**Metal layers overlaid**

Only two layers are drawn.
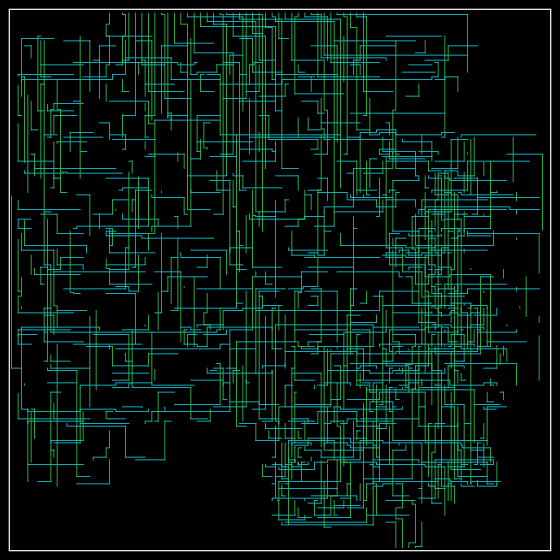
**Sequential cells colored by netlist name**

Scale bar: 20 um. Other sequential cells in the stronger gray, the rest of the logic in the fainter gray.
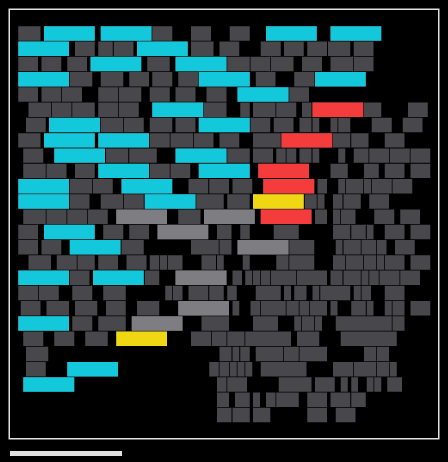
## src/rtl/regfile_arb_pkg.sv

```systemverilog
// Shared types and defaults for the register-file read arbiter.
package regfile_arb_pkg;

   localparam int unsigned SEL_W_DEF  = 5;
   localparam int unsigned DATA_W_DEF = 32;

   typedef enum logic [1:0] {
      IDLE   = 2'b00,
      SELECT = 2'b01,
      RESP   = 2'b10
   } state_t;

   // Width of a requester index; never narrower than one bit.
   function automatic int unsigned id_width(input int unsigned num_req);
      return (num_req <= 2) ? 1 : $clog2(num_req);
   endfunction

endpackage

```

## src/rtl/rr_priority_arb.sv

```systemverilog
// Combinational round-robin pick: first active request at or above the
// pointer, wrapping past the top requester back to zero.
module rr_priority_arb #(
   parameter int unsigned NUM_REQ = 4,
   parameter int unsigned ID_W    = 2
) (
   input  logic [NUM_REQ-1:0] i_req,
   input  logic [ID_W-1:0]    i_ptr,
   output logic [NUM_REQ-1:0] o_gnt,
   output logic [ID_W-1:0]    o_gnt_idx,
   output logic               o_any
);

   logic [31:0] w_pos;

   // Walk the requesters starting at the pointer; the first hit wins.
   always_comb begin
      o_gnt     = '0;
      o_gnt_idx = '0;
      o_any     = 1'b0;
      w_pos     = '0;
      for (int unsigned off = 0; off < NUM_REQ; off++) begin
         w_pos = 32'(i_ptr) + off;
         if (w_pos >= NUM_REQ) begin
            w_pos = w_pos - NUM_REQ;
         end
         if (!o_any && i_req[w_pos[ID_W-1:0]]) begin
            o_any                    = 1'b1;
            o_gnt[w_pos[ID_W-1:0]]   = 1'b1;
            o_gnt_idx                = w_pos[ID_W-1:0];
         end
      end
   end

endmodule

```

## src/rtl/regfile_read_arbiter.sv

```systemverilog
// Round-robin scheduler sharing one 32:1 register-file read mux among
// NUM_REQ requesters. Each access runs IDLE (grant) -> SELECT (mux settles
// on a registered select) -> RESP (captured data held until consumed).
module regfile_read_arbiter
   import regfile_arb_pkg::*;
#(
   parameter  int unsigned NUM_REQ = 4,
   parameter  int unsigned DATA_W  = DATA_W_DEF,
   parameter  int unsigned SEL_W   = SEL_W_DEF,
   localparam int unsigned ID_W    = id_width(NUM_REQ)
) (
   input  logic                     clk,
   input  logic                     rst_n,
   input  logic [NUM_REQ-1:0]       req_valid,
   output logic [NUM_REQ-1:0]       req_ready,
   input  logic [NUM_REQ*SEL_W-1:0] req_sel,
   output logic [SEL_W-1:0]         mux_sel,
   input  logic [DATA_W-1:0]        mux_data,
   output logic                     rsp_valid,
   output logic [ID_W-1:0]          rsp_id,
   output logic [DATA_W-1:0]        rsp_data,
   input  logic                     rsp_ready
);

   state_t              r_state;
   state_t              w_next_state;

   logic [ID_W-1:0]     r_ptr;
   logic [ID_W-1:0]     r_grant_id;
   logic [SEL_W-1:0]    r_mux_sel;
   logic                r_rsp_valid;
   logic [ID_W-1:0]     r_rsp_id;
   logic [DATA_W-1:0]   r_rsp_data;

   logic [NUM_REQ-1:0]  w_gnt;
   logic [ID_W-1:0]     w_gnt_idx;
   logic                w_any;
   logic                w_accept;
   logic [SEL_W-1:0]    w_win_sel;
   logic [ID_W-1:0]     w_next_ptr;

   rr_priority_arb #(
      .NUM_REQ (NUM_REQ),
      .ID_W    (ID_W)
   ) u_rr_priority_arb (
      .i_req     (req_valid),
      .i_ptr     (r_ptr),
      .o_gnt     (w_gnt),
      .o_gnt_idx (w_gnt_idx),
      .o_any     (w_any)
   );

   // Route the winning requester's source index (grant is one-hot).
   always_comb begin
      w_win_sel = '0;
      for (int unsigned i = 0; i < NUM_REQ; i++) begin
         if (w_gnt[i]) begin
            w_win_sel = w_win_sel | req_sel[i*SEL_W +: SEL_W];
         end
      end
   end

   // Pointer moves one past the winner, wrapping after the top requester.
   always_comb begin
      if (w_gnt_idx == ID_W'(NUM_REQ - 1)) begin
         w_next_ptr = '0;
      end else begin
         w_next_ptr = w_gnt_idx + ID_W'(1);
      end
   end

   // State register.
   always_ff @(posedge clk or negedge rst_n) begin
      if (!rst_n) begin
         r_state <= IDLE;
      end else begin
         r_state <= w_next_state;
      end
   end

   // Next-state logic; unused encodings fall back to IDLE.
   always_comb begin
      w_next_state = IDLE;
      case (r_state)
         IDLE:    w_next_state = w_any ? SELECT : IDLE;
         SELECT:  w_next_state = RESP;
         RESP:    w_next_state = rsp_ready ? IDLE : RESP;
         default: w_next_state = IDLE;
      endcase
   end

   // Outputs decoded from state: grants are only offered while idle.
   always_comb begin
      req_ready = '0;
      w_accept  = 1'b0;
      if (r_state == IDLE) begin
         req_ready = w_gnt;
         w_accept  = w_any;
      end
   end

   // Datapath registers: select and pointer on accept, capture in SELECT,
   // release in RESP once the consumer takes the response.
   always_ff @(posedge clk or negedge rst_n) begin
      if (!rst_n) begin
         r_ptr       <= '0;
         r_grant_id  <= '0;
         r_mux_sel   <= '0;
         r_rsp_valid <= 1'b0;
         r_rsp_id    <= '0;
         r_rsp_data  <= '0;
      end else begin
         case (r_state)
            IDLE: begin
               if (w_accept) begin
                  r_mux_sel  <= w_win_sel;
                  r_grant_id <= w_gnt_idx;
                  r_ptr      <= w_next_ptr;
               end
            end
            SELECT: begin
               r_rsp_data  <= mux_data;
               r_rsp_id    <= r_grant_id;
               r_rsp_valid <= 1'b1;
            end
            RESP: begin
               if (rsp_ready) begin
                  r_rsp_valid <= 1'b0;
               end
            end
            default: begin
               r_rsp_valid <= 1'b0;
            end
         endcase
      end
   end

   assign mux_sel   = r_mux_sel;
   assign rsp_valid = r_rsp_valid;
   assign rsp_id    = r_rsp_id;
   assign rsp_data  = r_rsp_data;

endmodule
```

## config.mk

```make
export PLATFORM = sky130hd
export DESIGN_NAME = regfile_read_arbiter
export DESIGN_NICKNAME = d
export VERILOG_FILES = /design/src/rtl/regfile_arb_pkg.sv /design/src/rtl/rr_priority_arb.sv /design/src/rtl/regfile_read_arbiter.sv
export SDC_FILE = /design/constraint.sdc
export NUM_CORES = 1
export LEC_CHECK = 0
export CORE_UTILIZATION = 47
export CTS_CLUSTER_SIZE = 30
export DETAILED_ROUTE_END_ITERATION = 6
export PLACE_DENSITY = 0.86
export SETUP_SLACK_MARGIN = 0.4
export SLEW_MARGIN = 20
export SYNTH_ARGS = -nofsm -noshare
export SYNTH_HDL_FRONTEND = slang
export SYNTH_SLANG_ARGS = --single-unit
```

## constraint.sdc

```tcl
create_clock -name clk -period 11.3 [get_ports clk]
set_input_delay 3.39 -clock clk [delete_from_list [all_inputs] [get_ports clk]]
set_output_delay 3.39 -clock clk [all_outputs]
set_load 0.01 [all_outputs]
```

==> CHANGELOG.md <==
### Physical design

- Status: finished clean
- CTS Hold Bufs: 0
- Worst Setup SP: req_valid[1]
- Layout cell share with drive strength beyond 1: 17.6%
- IO Port Bufs: 102
- Dominant logic cell types in the final layout: clkdlybuf4s50_1, dfrtp_1, mux2_2, nor2_1, nand2_1
- Fmax: 107 MHz
- Reg2reg setup slack: 7.68 ns
- Reg2Reg Depth: 8
- Worst-Margin Slew: 0.958 ns
- CP startpoint kind: input pin
- Synth Instances: 229
- Yosys top cell by area: dfrtp_1
- Fin area: 3700 sq um
- Ys flops: 46
- Slew Limit Fails: 0
- Layout area overhead: 42.8%
- Max Root-Sink Buffers: 2
- Non-clock buffer share: 27.7%
- Grt met1 use: 29.3%
- Nets: 388
- Inserted Clock Buffers: 5
- Crit Reg-Reg Endpoint: mux_sel[4]
- DR WL met2: 3040 um
- DRT iter0 DRCs: 169
- CTS clk-pin slew, worst paths: 0.08 ns
- DRC viols: 0
- Worst hold endpoint: r_grant_id[1]
- Critical path peak fanout: 12
- Post-Synth Adder-Cell Area: 3.38%
- Comb gate area: 1340 sq um
- Leakage: 1.45 nW
- Post-Place Cells: 385
- Final Hold Fails: 0
- Inverter count: 3
- Flop count: 46
- Cts repair resizes: 0
- Aoi share: 18.0%
- Setup Fix Bufs, Post-CTS: 0
- Top Layer Used: met4
- Initial antenna violation count: 0
- # setup viols final: 0
- Final non-filler cell total: 393
- Final worst slack: 1.94 ns
- Filler cell count: 381
- RSZ-0062 raised after global routing: no
- Most frequent logic cell in the layout: clkdlybuf4s50_1
- Most numerous cell in the Yosys netlist: dfrtp_1
- Skew final: 0.00394 ns
- Fin crit period: 9.36 ns
- Logic family by area: multiplexers
- IO Count: 103
- Synth cell count leaders: dfrtp_1, mux2_2, nand2_1, nor2_1
- Pre-CTS setup slack: 1.95 ns
- Clock Sinks: 46
- Crit path kind: input pin to output pin
- Synth Seq Share: 44.4%
- Largest net degree at the start of global routing: 47
- Via density: 5.64
- Number of inserted diodes: 0
- Number of enable flip-flop cells: 0
- First-pass iteration count of the detailed router: 4
- Layout clock buffer count: 5
- WP data required: 7.91 ns
- Non-clock buffers: 103
- CTS tree: done
- Combinational gates: 163
- DP Area: 3610 sq um
- Element type at the critical path end: output pin
- Post-synth top flop: dfrtp_1
- Simple-gate share of the synthesized area: 9.51%
- Top cells by area: dfrtp_1, mux2_2, ha_1
- Yosys stat area: 2590 sq um
- N_taps: 70
- Peak VDD IR: 168 uV
- Die Area: 5820 sq um
- Slew HR: 36.0%
- Pwr dens: 288 nW/um^2
- CTS H-Tree Depth: 2
- Antenna violation net count after detailed routing: 0
- # rows: 26
- Clk cell area share: 2.43%
- Die height: 76.3 um
- FP Util: 49.8%
- Vias in the first global route: 2262
- First-pass GRT wire length: 10700 um
- Synth mux share: 20.4%
- Cell area after synthesis: 2590 sq um
- Yosys xor share: 0%
- CP arrival: 5.97 ns
- Clk latency late pin: 0.30 ns
- Library cells used by synthesis: 40
- Max Cap Viol: 0
- YS warnings: 0
- Post-Syn Nets: 295
- Met3 usage: 8.38%
- Tool warnings: 32
- Total grt overflow: 0
- Max FFs per register: 32
- Core Region: 5200 sq um
- Placer Congestion: 0.889
- Hold Crit Start: r_grant_id[1]
- Met2 usage: 37.4%
- CTS Root Cell: clkbuf_8
- Largest area class, layout: multi-input combinational cells
- Crit path capture: req_ready[0]
- Synth async-reset ratio: 100%
- Yosys cell count: 229
- Worst min path class: flip-flop to flip-flop
- Worst hold path depth: 1
- Yosys top cell area share: 44.4%
- Die Wd: 76.3 um
- Met3 WL: 645 um
- Met1 Routed Length: 2640 um
- GR peak layer: met2
- Post-DP HPWL: 4700 um
- Comb area share: 36.1%
- Period utilization: 82.8%
- Syn avg cell area: 11.3 sq um
- Final TNS setup: 0 ns
Back to the opening pictures, 'metal layers overlaid':
| color | layer | wire length |
|---|---|---|
| cyan | met1 | 2640 um |
| green | met2 | 3040 um |
Post-Route WL: 6350 um
Total GRT Usage: 23.0%
routed wire length per instance: 16.2 um
Vias: 2215

Back to the opening pictures, 'sequential cells colored by netlist name':
| color | name in the netlist | flops |
|---|---|---|
| yellow | `rsp_id` | 2 |
| cyan | `rsp_data` | 32 |
| red | `mux_sel` | 5 |
not colored: 7
Finished Core Util: 71.1%
P_seq: 0.000316 W
Seq area share: 31.1%
Flop area: 1150 sq um

[critical path, stage by stage]
cell and delay [ns]:
clkdlybuf4s50_1 0.61, mux4_2 0.58, and2_0 0.18, a41oi_1 0.16, nor2_1 0.07, a221oi_2 0.41, nor2_1 0.09, clkdlybuf4s50_1 0.49
[where the power goes]
group	internal, W	switching (W)
registers	0.000251	0.0000658
logic	0.000355	0.000292
clock network	0.0000435	0.0000572
[stage by stage]
| step | hold slack (ns) | power [W] |
|---|---|---|
| floorplan | 0.459 | 0.000718 |
| global placement | 0.467 | 0.000953 |
| detailed placement | 0.478 | 0.000965 |
| CTS | 0.498 | 0.00107 |
| global route | 0.520 | 0.00114 |
| finish | 0.496 | 0.00106 |
No activity file was given, so power comes from the tool's default toggle rates.
